==> config.mk <==
export PLATFORM = sky130hd
export DESIGN_NAME = v15_pulse_generator
export DESIGN_NICKNAME = d
export VERILOG_FILES = /design/src/rtl/v15_pulse_generator.sv
export SDC_FILE = /design/constraint.sdc
export NUM_CORES = 1
export LEC_CHECK = 0
export CAP_MARGIN = 0
export CORE_MARGIN = 2
export CORE_UTILIZATION = 28
export CTS_BUF_LIST = sky130_fd_sc_hd__clkbuf_8
export DETAILED_ROUTE_END_ITERATION = 8
export PLACE_DENSITY_LB_ADDON = 0.05
export SETUP_SLACK_MARGIN = 0.3
export SLEW_MARGIN = 25
export SYNTH_ARGS = -nofsm -noshare
export SYNTH_HDL_FRONTEND = slang
export SYNTH_SLANG_ARGS = --single-unit
==> constraint.sdc <==
create_clock -name clk -period 7.9 [get_ports clk]
set_clock_uncertainty 0.05 [all_clocks]
set_input_delay 1.975 -clock clk [delete_from_list [all_inputs] [get_ports clk]]
set_output_delay 1.975 -clock clk [all_outputs]
set_load 0.05 [all_outputs]
==> src/rtl/v15_pulse_generator.sv <==
// Synthetic detector pulse source: baseline, linear rise, exponential decay, holdoff.
// Define V15_PULSE_PILEUP_EN to let a trigger during decay stack a new pulse.
module v15_pulse_generator #(
    parameter int SIZE_ADC_DATA = 12,
    parameter int FRAC_BITS     = 8,
    parameter int RISE_SHIFT    = 2,
    parameter int DECAY_SHIFT   = 4,
    parameter int BASELINE      = 100,
    parameter int HOLDOFF_LEN   = 16
) (
    input  logic                     clk,
    input  logic                     reset,
    input  logic                     start,
    input  logic [SIZE_ADC_DATA-1:0] amplitude,
    output logic                     busy,
    output logic                     pulse_done,
    output logic [SIZE_ADC_DATA-1:0] output_data,
    output logic [7:0]               missed_cnt
);

    localparam int YW = SIZE_ADC_DATA + FRAC_BITS;
    localparam int RW = RISE_SHIFT + 1;
    localparam int HW = $clog2(HOLDOFF_LEN + 1);
    localparam int RISE_LEN = 1 << RISE_SHIFT;
    localparam longint OMAX = (64'd1 << SIZE_ADC_DATA) - 1;
    localparam longint BASE_CLIP = (BASELINE > OMAX) ? OMAX : BASELINE;
    localparam logic [SIZE_ADC_DATA:0] BASE_EXT = (SIZE_ADC_DATA+1)'(BASE_CLIP);

    typedef enum logic [1:0] {IDLE, RISE, DECAY, HOLDOFF} state_t;

    state_t             state, state_next;
    logic [YW-1:0]      y, y_next, step, step_next, step_load;
    logic [YW-1:0]      y_dec, y_sat;
    logic [YW:0]        y_sum;
    logic [RW-1:0]      rise_cnt, rise_cnt_next;
    logic [HW-1:0]      hold_cnt, hold_cnt_next;
    logic [SIZE_ADC_DATA:0] out_sum;
    logic               accept, missed;

    assign step_load = YW'(amplitude) << (FRAC_BITS - RISE_SHIFT);
    assign y_sum     = {1'b0, y} + {1'b0, step};
    assign y_sat     = y_sum[YW] ? '1 : y_sum[YW-1:0];
    assign y_dec     = y - (y >> DECAY_SHIFT);
    assign out_sum   = BASE_EXT + {1'b0, y[YW-1:FRAC_BITS]};

`ifdef V15_PULSE_PILEUP_EN
    assign accept = start && (state == IDLE || state == DECAY);
`else
    assign accept = start && (state == IDLE);
`endif
    assign missed = start && !accept;

    always_ff @(posedge clk) begin
        if (!reset) begin
            state       <= IDLE;
            y           <= '0;
            step        <= '0;
            rise_cnt    <= '0;
            hold_cnt    <= '0;
            missed_cnt  <= '0;
            output_data <= BASE_EXT[SIZE_ADC_DATA-1:0];
        end else begin
            state       <= state_next;
            y           <= y_next;
            step        <= step_next;
            rise_cnt    <= rise_cnt_next;
            hold_cnt    <= hold_cnt_next;
            output_data <= out_sum[SIZE_ADC_DATA] ? '1 : out_sum[SIZE_ADC_DATA-1:0];
            if (missed && missed_cnt != 8'hFF)
                missed_cnt <= missed_cnt + 8'd1;
        end
    end

    always_comb begin
        state_next    = state;
        y_next        = y;
        step_next     = step;
        rise_cnt_next = rise_cnt;
        hold_cnt_next = hold_cnt;
        unique case (state)
            IDLE: y_next = '0;
            RISE: begin
                y_next        = y_sat;
                rise_cnt_next = rise_cnt + 1'b1;
                if (rise_cnt == RW'(RISE_LEN - 1))
                    state_next = DECAY;
            end
            DECAY: begin
                // A stacked trigger holds y for one cycle and rises from there
                if (accept) begin
                    y_next = y;
                end else if (y_dec[YW-1:FRAC_BITS] == '0) begin
                    y_next        = '0;
                    hold_cnt_next = '0;
                    state_next    = HOLDOFF;
                end else begin
                    y_next = y_dec;
                end
            end
            HOLDOFF: begin
                y_next        = '0;
                hold_cnt_next = hold_cnt + 1'b1;
                if (hold_cnt == HW'(HOLDOFF_LEN - 1))
                    state_next = IDLE;
            end
            default: state_next = IDLE;
        endcase
        if (accept) begin
            step_next     = step_load;
            rise_cnt_next = '0;
            state_next    = RISE;
        end
    end

    always_comb begin
        busy       = (state != IDLE);
        pulse_done = (state == HOLDOFF) && (hold_cnt == '0);
    end

endmodule
==> GITHUB_STEP_SUMMARY, run 1 <==
## PnR job results

| Metric | Value |
|---|---|
| Slew Limit Fails | `0` |
| Yosys reg bits | `62` |
| Cell row count | `46` |
| Smallest hold slack | `0.4107 ns` |
| Hold Path Sink | `step[12]` |
| Top Ports | `37` |
| Setup ws final | `3.554 ns` |
| Mapped Area | `4444 µm²` |
| Yosys stat area | `4444 µm²` |
| Commonest Layout Cell | `dfxtp_1` |
| Area leader, netlist | `dfxtp_1` |
| Nets@finish | `641` |
| Post-CTS sizing | `0` |
| Nature of the critical path startpoint | `flop` |
| Final-report hold violation count | `0` |
| Residual DRC | `0` |
| Die X | `130.0 µm` |
| Routed wire length per instance | `16.81 µm` |
| Post-Place Cells | `788` |
| Most frequent cells after synthesis | `62 x dfxtp_1, 57 x nand2_1, 49 x a21oi_1` |
| Initial antenna violation count | `0` |
| Count of library flops with an enable pin | `0` |
| Worst slew margin | `34.31%` |
| Mean post-synth cell area | `7.979 µm²` |
| Die area | `16900 µm²` |
| Syn_nets | `615` |
| Pre-CTS setup slack | `3.459 ns` |
| CP Data Arrival Time | `2.32 ns` |
| Yosys cell count | `557` |
| Worst-path cell chain | `ha_1 > nand2_1 > nor4_1 > clkdlybuf4s50_1` |
| Seq share, synth | `27.93%` |
| Vias in the first global route | `3982` |
| Clock Path Buffers | `2` |
| Status | `finished, final reports clean` |
| Setup Viol. Count Final | `0` |
| Post-Syn Instances | `557` |
| Max cap viols | `0` |
| Hold-fix buffers, CTS | `0` |
-- run 1: sequential cells by signal (all words and copies together), names as in the netlist --
register and flops:
rise_cnt 3, step 12, y 20, missed_cnt 8, state 2, output_data 12
hold_cnt 5
-- run 1: area by class of cell --
| cell class | count | area share [%] |
|---|---|---|
| Clock buffer | 12 | 3.160 |
| Clock inverter | 4 | 1.317 |
| Inverter | 39 | 2.801 |
| Multi-Input combinational cell | 432 | 56.48 |
| Sequential cell | 62 | 23.75 |
| Tap cell | 216 | 5.171 |
| Timing Repair Buffer | 39 | 7.326 |
-- run 1: worst min-delay path: stages (launching register included) --
cell and delay (ns):
dfxtp_1 0.31, nand2_1 0.05, a21oi_1 0.05
**Run 1: routed clock nets over the placement**

Drawn at 3 px/µm.
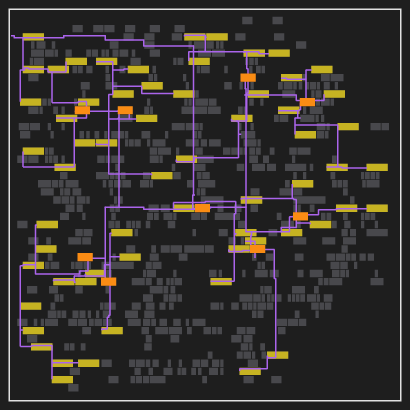
[clock wires] purple | length: 1150 µm
[clock-net drivers] orange | count: 9
[flip-flops] yellow | count: 62
routed clock nets	10
flops lie	spread over the die
clk latency late pin: 0.36 ns

**Run 1: the metal 3 layer**

Drawn at 4 px/µm. Cells faint in the background.
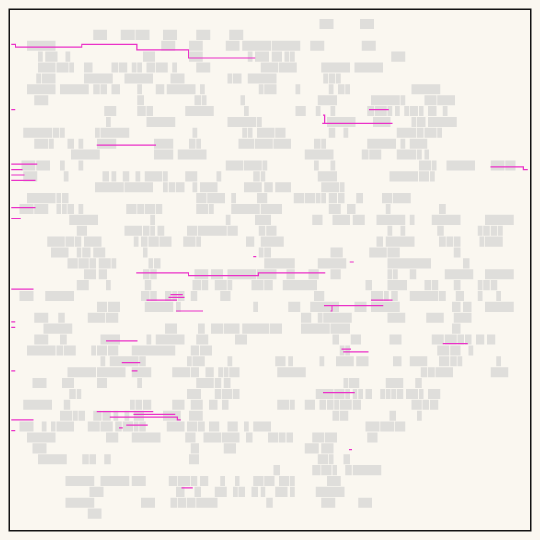
wire length on this layer	329 µm
longest straight run	17.5 µm
main direction	horizontal
share of all routed wire	2.4%
nets with wire on the layer	30
total routed wirelength: 13.52 mm
met3 Usage GRT: 3.034%
Via Count: 4083

**Run 1: met1 routing**

Drawn at 2 px/µm. Supply wires on this layer in grey.
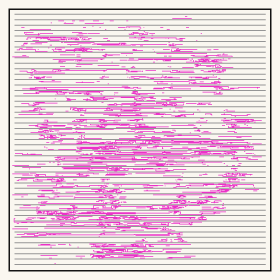
nets with wire on the layer	613
wire length on this layer	6540 µm
M1 GR Usage: 23.16%

==> run 2: changes to the inputs <==
==> constraint.sdc (replaced) <==
create_clock -name clk -period 4 [get_ports clk]
set_clock_uncertainty 0.05 [all_clocks]
set_input_delay 1 -clock clk [delete_from_list [all_inputs] [get_ports clk]]
set_output_delay 1 -clock clk [all_outputs]
set_load 0.05 [all_outputs]
==> GITHUB_STEP_SUMMARY, run 2 <==
## PnR job results

| Metric | Value |
|---|---|
| Routed wire length per instance | `17.02 µm` |
| Max reg flops | `20` |
| Yosys cell count | `557` |
| Slew Limit Fails | `0` |
| Final-report hold violation count | `0` |
| Most flop-heavy register | `y` |
| Nets@finish | `658` |
| Non-clk bufs | `56` |
| M1 GR Usage | `21.65%` |
| Top Ports | `37` |
| Pre-CTS setup slack | `0.3468 ns` |
| Final-layout clock-cell area share | `4.980%` |
| Flop share of the area | `23.00%` |
| Area leader, netlist | `dfxtp_1` |
| Biggest Area Class | `combinational gates` |
| Cell row count | `46` |
| Post-Syn Instances | `557` |
| Seq share, synth | `27.93%` |
| Vias in the first global route | `4094` |
| Syn_nets | `615` |
| Residual DRC | `0` |
| Mean post-synth cell area | `7.979 µm²` |
| Comb area share | `54.85%` |
| Post-CTS sizing | `0` |
| Die X | `130.0 µm` |
| Worst slew margin | `41.56%` |
| Status | `finished, final reports clean` |
| Most frequent cells after synthesis | `62 x dfxtp_1, 57 x nand2_1, 49 x a21oi_1` |
| Hold-fix buffers, CTS | `0` |
run 2: cell counts after synthesis:
Identical to the previous run, type by type.
run 2: critical path: cells and delay by family (launching register included):
family	cells	cell delay, ns
AOI/OAI and AO/OA	6	1.55
adders and majority gates	1	0.31
buffers and inverters	3	0.53
DFF	1	0.41
muxes	1	0.36
and+or+nand+nor	1	0.16
run 2: final timing paths:
| kind | from | to | slack (ns) | cells after the start |
|---|---|---|---|---|
| worst min-delay path | step[15] | step[15] | 0.41 | 2 |
| worst max register to register | y[16] | hold_cnt[4] | 0.54 | 12 |
| worst min register to register | step[15] | step[15] | 0.41 | 2 |
| worst max-delay path | y[16] | hold_cnt[4] | 0.54 | 12 |
**Run 2: the metal 3 layer**

Drawn at 4 px/µm. Cells faint in the background.
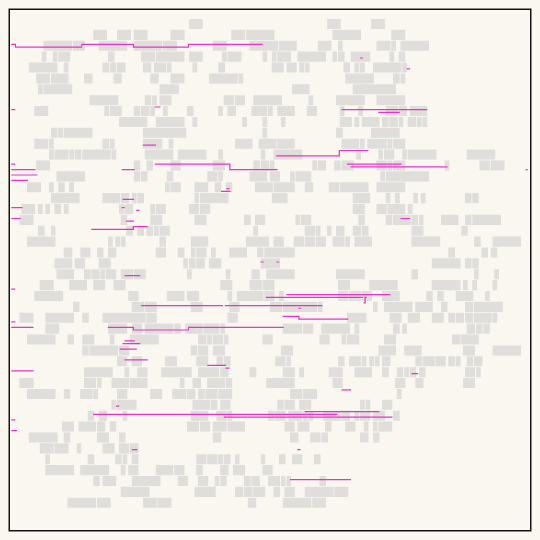
main direction	horizontal
share of all routed wire	4.1%
met3 Usage GRT: 3.280%
Via Count: 4165
total routed wirelength: 13.98 mm

**Run 2: the clock network**

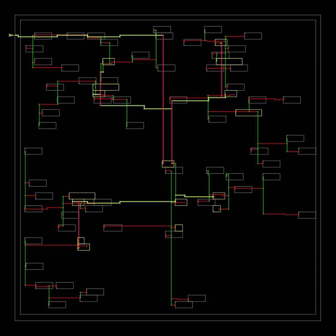
CLK BUF: 9
Flop Count: 62

**Run 2: met1 routing**

Drawn at 2 px/µm. Supply wires on this layer in grey.
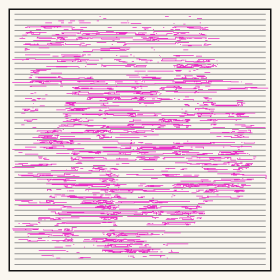
main direction	horizontal
nets with wire on the layer	614
share of all routed wire	46%
wire length on this layer	6420 µm

